==> images/closeup.png <==
The bar under the picture is 10 microns long. Region (187, 187) to (217, 217) microns. Cells in grey, sequential cells in the stronger grey; small squares are vias.
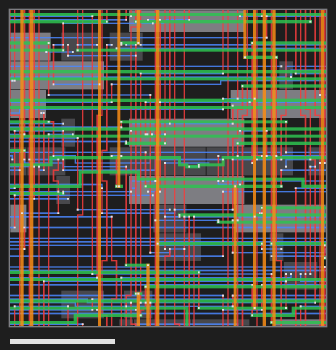
==> images/clock_nets.png <==
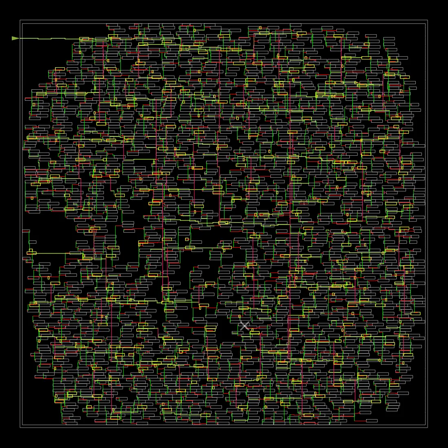
==> src/rtl/raise_freq_pkg.sv <==
// Shared types and sizes for the raise_freq pitch-raise stage.
package raise_freq_pkg;

  localparam int N_BINS = 32;
  localparam int BIN_W  = $clog2(N_BINS);
  localparam int DATA_W = 32;

  // One FFT bin: real part in the upper half, imaginary part in the lower half.
  typedef struct packed {
    logic signed [15:0] re;
    logic signed [15:0] im;
  } cplx_t;

  typedef logic [BIN_W-1:0] bin_idx_t;

endpackage

==> src/rtl/raise_freq_bank.sv <==
// Ping-pong bin store for raise_freq: two banks of N_BINS complex bins.
// One synchronous write port and one combinational read port, each with its
// own bank select. Both banks are cleared by the synchronous reset.
module raise_freq_bank
  import raise_freq_pkg::*;
(
  input  logic     clk,
  input  logic     rst,
  input  logic     wr_sel,
  input  bin_idx_t wr_idx,
  input  cplx_t    wr_data,
  input  logic     wr_en,
  input  logic     rd_sel,
  input  bin_idx_t rd_idx,
  output cplx_t    rd_data
);

  cplx_t mem [2][N_BINS];

  // Clear both banks on reset, otherwise store one bin per enabled edge.
  always_ff @(posedge clk) begin
    if (rst) begin
      for (int b = 0; b < 2; b++) begin
        for (int i = 0; i < N_BINS; i++) begin
          mem[b][i] <= '0;
        end
      end
    end else if (wr_en) begin
      mem[wr_sel][wr_idx] <= wr_data;
    end
  end

  assign rd_data = mem[rd_sel][rd_idx];

endmodule

==> src/rtl/raise_freq.sv <==
// raise_freq: collects a 32-bin FFT frame into one bank while the previous
// frame is read from the other bank with every bin moved up by SHIFT
// positions (low bins zero-filled, bins pushed past the top discarded).
// Optional build macro RAISE_KEEP_DC_EN keeps output bin 0 equal to input
// bin 0 (DC left in place) instead of zero-filling it.
module raise_freq
  import raise_freq_pkg::*;
#(
  parameter int SHIFT = 4
)
(
  input  logic              clk,
  input  logic              rst,
  input  logic [DATA_W-1:0] fft1_data,
  input  logic              fft1_valid,
  input  logic [BIN_W-1:0]  freq1,
  input  logic              fft1_fin,
  output logic              raise_valid,
  output logic              raise_fin,
  output logic [DATA_W-1:0] raise_data
);

  localparam bin_idx_t SHIFT_IDX = bin_idx_t'(SHIFT);
  localparam bin_idx_t LAST_IDX  = bin_idx_t'(N_BINS - 1);

  logic     wr_bank;
  logic     rd_active;
  bin_idx_t rd_cnt;
  logic     frame_close;
  bin_idx_t rd_idx;
  cplx_t    rd_bin;
  cplx_t    bin_p0;

  // Output bin k takes input bin k-SHIFT, or zero below the shift.
  function automatic cplx_t shift_fill(input bin_idx_t k, input cplx_t bin);
`ifdef RAISE_KEEP_DC_EN
    if (k == '0) begin
      return bin;
    end
`endif
    if (k >= SHIFT_IDX) begin
      return bin;
    end
    return '0;
  endfunction

  assign frame_close = fft1_valid & fft1_fin;

  raise_freq_bank u_bank (
    .clk     (clk),
    .rst     (rst),
    .wr_sel  (wr_bank),
    .wr_idx  (freq1),
    .wr_data (cplx_t'(fft1_data)),
    .wr_en   (fft1_valid),
    .rd_sel  (~wr_bank),
    .rd_idx  (rd_idx),
    .rd_data (rd_bin)
  );

  // Read address for output bin k; DC build pins bin 0 to input bin 0.
  always_comb begin
    rd_idx = rd_cnt - SHIFT_IDX;
`ifdef RAISE_KEEP_DC_EN
    if (rd_cnt == '0) begin
      rd_idx = '0;
    end
`endif
  end

  assign bin_p0 = shift_fill(rd_cnt, rd_bin);

  // Bank swap and read counter; a close always restarts readout at k=0,
  // even when it lands on the last bin or in the middle of a readout.
  always_ff @(posedge clk) begin
    if (rst) begin
      wr_bank   <= 1'b0;
      rd_active <= 1'b0;
      rd_cnt    <= '0;
    end else begin
      if (rd_active) begin
        rd_cnt <= rd_cnt + 1'b1;
        if (rd_cnt == LAST_IDX) begin
          rd_active <= 1'b0;
        end
      end
      if (frame_close) begin
        wr_bank   <= ~wr_bank;
        rd_cnt    <= '0;
        rd_active <= 1'b1;
      end
    end
  end

  // Stage p0 -> registered outputs
  always_ff @(posedge clk) begin
    if (rst) begin
      raise_valid <= 1'b0;
      raise_fin   <= 1'b0;
      raise_data  <= '0;
    end else begin
      raise_valid <= rd_active;
      raise_fin   <= rd_active && (rd_cnt == LAST_IDX);
      raise_data  <= rd_active ? bin_p0 : '0;
    end
  end

endmodule

==> config.mk <==
export PLATFORM = sky130hd
export DESIGN_NAME = raise_freq
export DESIGN_NICKNAME = d
export VERILOG_FILES = /design/src/rtl/raise_freq_pkg.sv /design/src/rtl/raise_freq_bank.sv /design/src/rtl/raise_freq.sv
export SDC_FILE = /design/constraint.sdc
export NUM_CORES = 2
export LEC_CHECK = 0
export CORE_MARGIN = 2
export CORE_UTILIZATION = 55
export DETAILED_ROUTE_END_ITERATION = 8
export GPL_TIMING_DRIVEN = 0
export MAX_ROUTING_LAYER = met4
export PLACE_DENSITY = 0.71
export SETUP_SLACK_MARGIN = 0.05
export SYNTH_ARGS = -nofsm -noshare
export SYNTH_HDL_FRONTEND = slang
export SYNTH_SLANG_ARGS = --single-unit
==> constraint.sdc <==
create_clock -name clk -period 7.75 [get_ports clk]
set_input_delay 0.775 -clock clk [delete_from_list [all_inputs] [get_ports clk]]
set_output_delay 0.775 -clock clk [all_outputs]
set_load 0.02 [all_outputs]
==> run_results.csv <==
group,metric,value,unit
run_status,status,"finished with violations",
run_status,violations,"DRC, capacitance limit, slew limit, setup timing",
power,power.internal,19.32,mW
layout,seq_cells,2089,
die,rows,146,
min_path,min_path_cells,3,
place,port_buffers,74,
drt,drc,3,
yosys,syn_inst,5043,
drt,wl,396.5,mm
critical_path,cp_max_fo,19,
die,io-pin-count,75,
power,peakVddDrop,0.0002450,V
flow_run,warnings,30,
place,hpwl,254.5,mm
final_timing,skew,41.24,ps
die,fp_util,55.39,%
power,p_leak,34.57,nW
place,dp.cells,7252,
drt,drtIter0Drc,13270,
final_timing,holdWs,541.4,ps
power,p_sw_share,25.36,%
yosys,synthMuxAreaShare,13.83,%
layout,buf_share,4.104,%
yosys,netlist_area,87720,sq um
layout,comb_area,23690,sq um
cts,cts_root_buf,"clkbuf_16",
layout,nonClockBufferCount,550,
layout,drive_above_1_share,20.87,%
drt,vias,57480,
power,power_clock,10.1,mW
yosys,yosysTopAreaCellShare,70.10,%
global_routing,gr-total-overflow,0,
final_timing,worst_slack,-276.4,ps
final_timing,setup_violations,1,
drt,wl_met2,155.6,mm
critical_path,critPathMaxStageDelay,1280,ps
cts,clock_sinks,2089,
layout,clk_share,6.661,%
layout,comb_area_share,23.81,%
layout,insertedDiodeCount,67,
yosys,synthTopCellsByArea,"edfxtp_1 (70%), mux4_2 (11%), and2_1 (7.8%), mux2i_1 (2.1%), nand2_1 (1.1%)",
power,p_seq,13.2,mW
drt,wl_met1,126.1,mm
power,fin_total_pwr,25.88,mW
final_timing,hold_violations,0,
flow_run,cap_violations,17,
drt,route.met3.wl,74.72,mm
cts,path_clk_slew,60,ps
layout,fin_area,99500,sq um
yosys,numSynthFlops,2089,
final_timing,final_max_slew_viol_count,219,
critical_path,crit_arrival,8690,ps
yosys,synth_cell_types,65,
cts,cts_hold_buffers,0,
power,power_frac_comb,10.0,%
layout,largest_register_ffs,2048,
cts,cts_resized,1,
final_timing,fmax,124.6,MHz
global_routing,grtUsageTotal,50.36,%
die,taps,2072,
yosys,yosysWarningCount,0,
global_routing,grt_max_degree,33,
yosys,async_reset_ff_share,0,%
global_routing,grtUsageMet1,60.10,%
critical_path,rr_startpoint,"rd_cnt[2]",
layout,final_util,62.83,%
layout,mostFrequentLayoutCells,"edfxtp_1 (2048), and2_1 (1065), mux4_2 (442)",
critical_path,endpoint,"raise_data[7]",
layout,seq_area,62320,sq um
yosys,top_cells_by_count,"edfxtp_1 (2048), and2_1 (1096), mux4_2 (442)",
layout,top_regs,"u_bank.mem x2048, raise_data x32, rd_cnt x5",
layout,lay_top_count,"edfxtp_1",
final_timing,rsz0062_at_grt,"false",
global_routing,grt_pass1_vias,52450,
yosys,simple_gate_area_share,10.06,%
critical_path,worst_r2r_endpoint,"raise_data[7]",
Notes on closeup.png above:
[blue] M1
[orange] M4
[green] M3
[red] M2
netlist names of flops here include: u_bank.mem (6)
sequential cells in the window: 6
most frequent: edfxtp_1 (6), clkbuf_1 (3)
cells with their middle in the window: 20

Notes on clock_nets.png above:
clock buffer count in the final layout: 283
clk_lat worst skew: 880 ps
Inserted Clock Buffers: 210

Power is estimated from default activity; no workload was simulated.
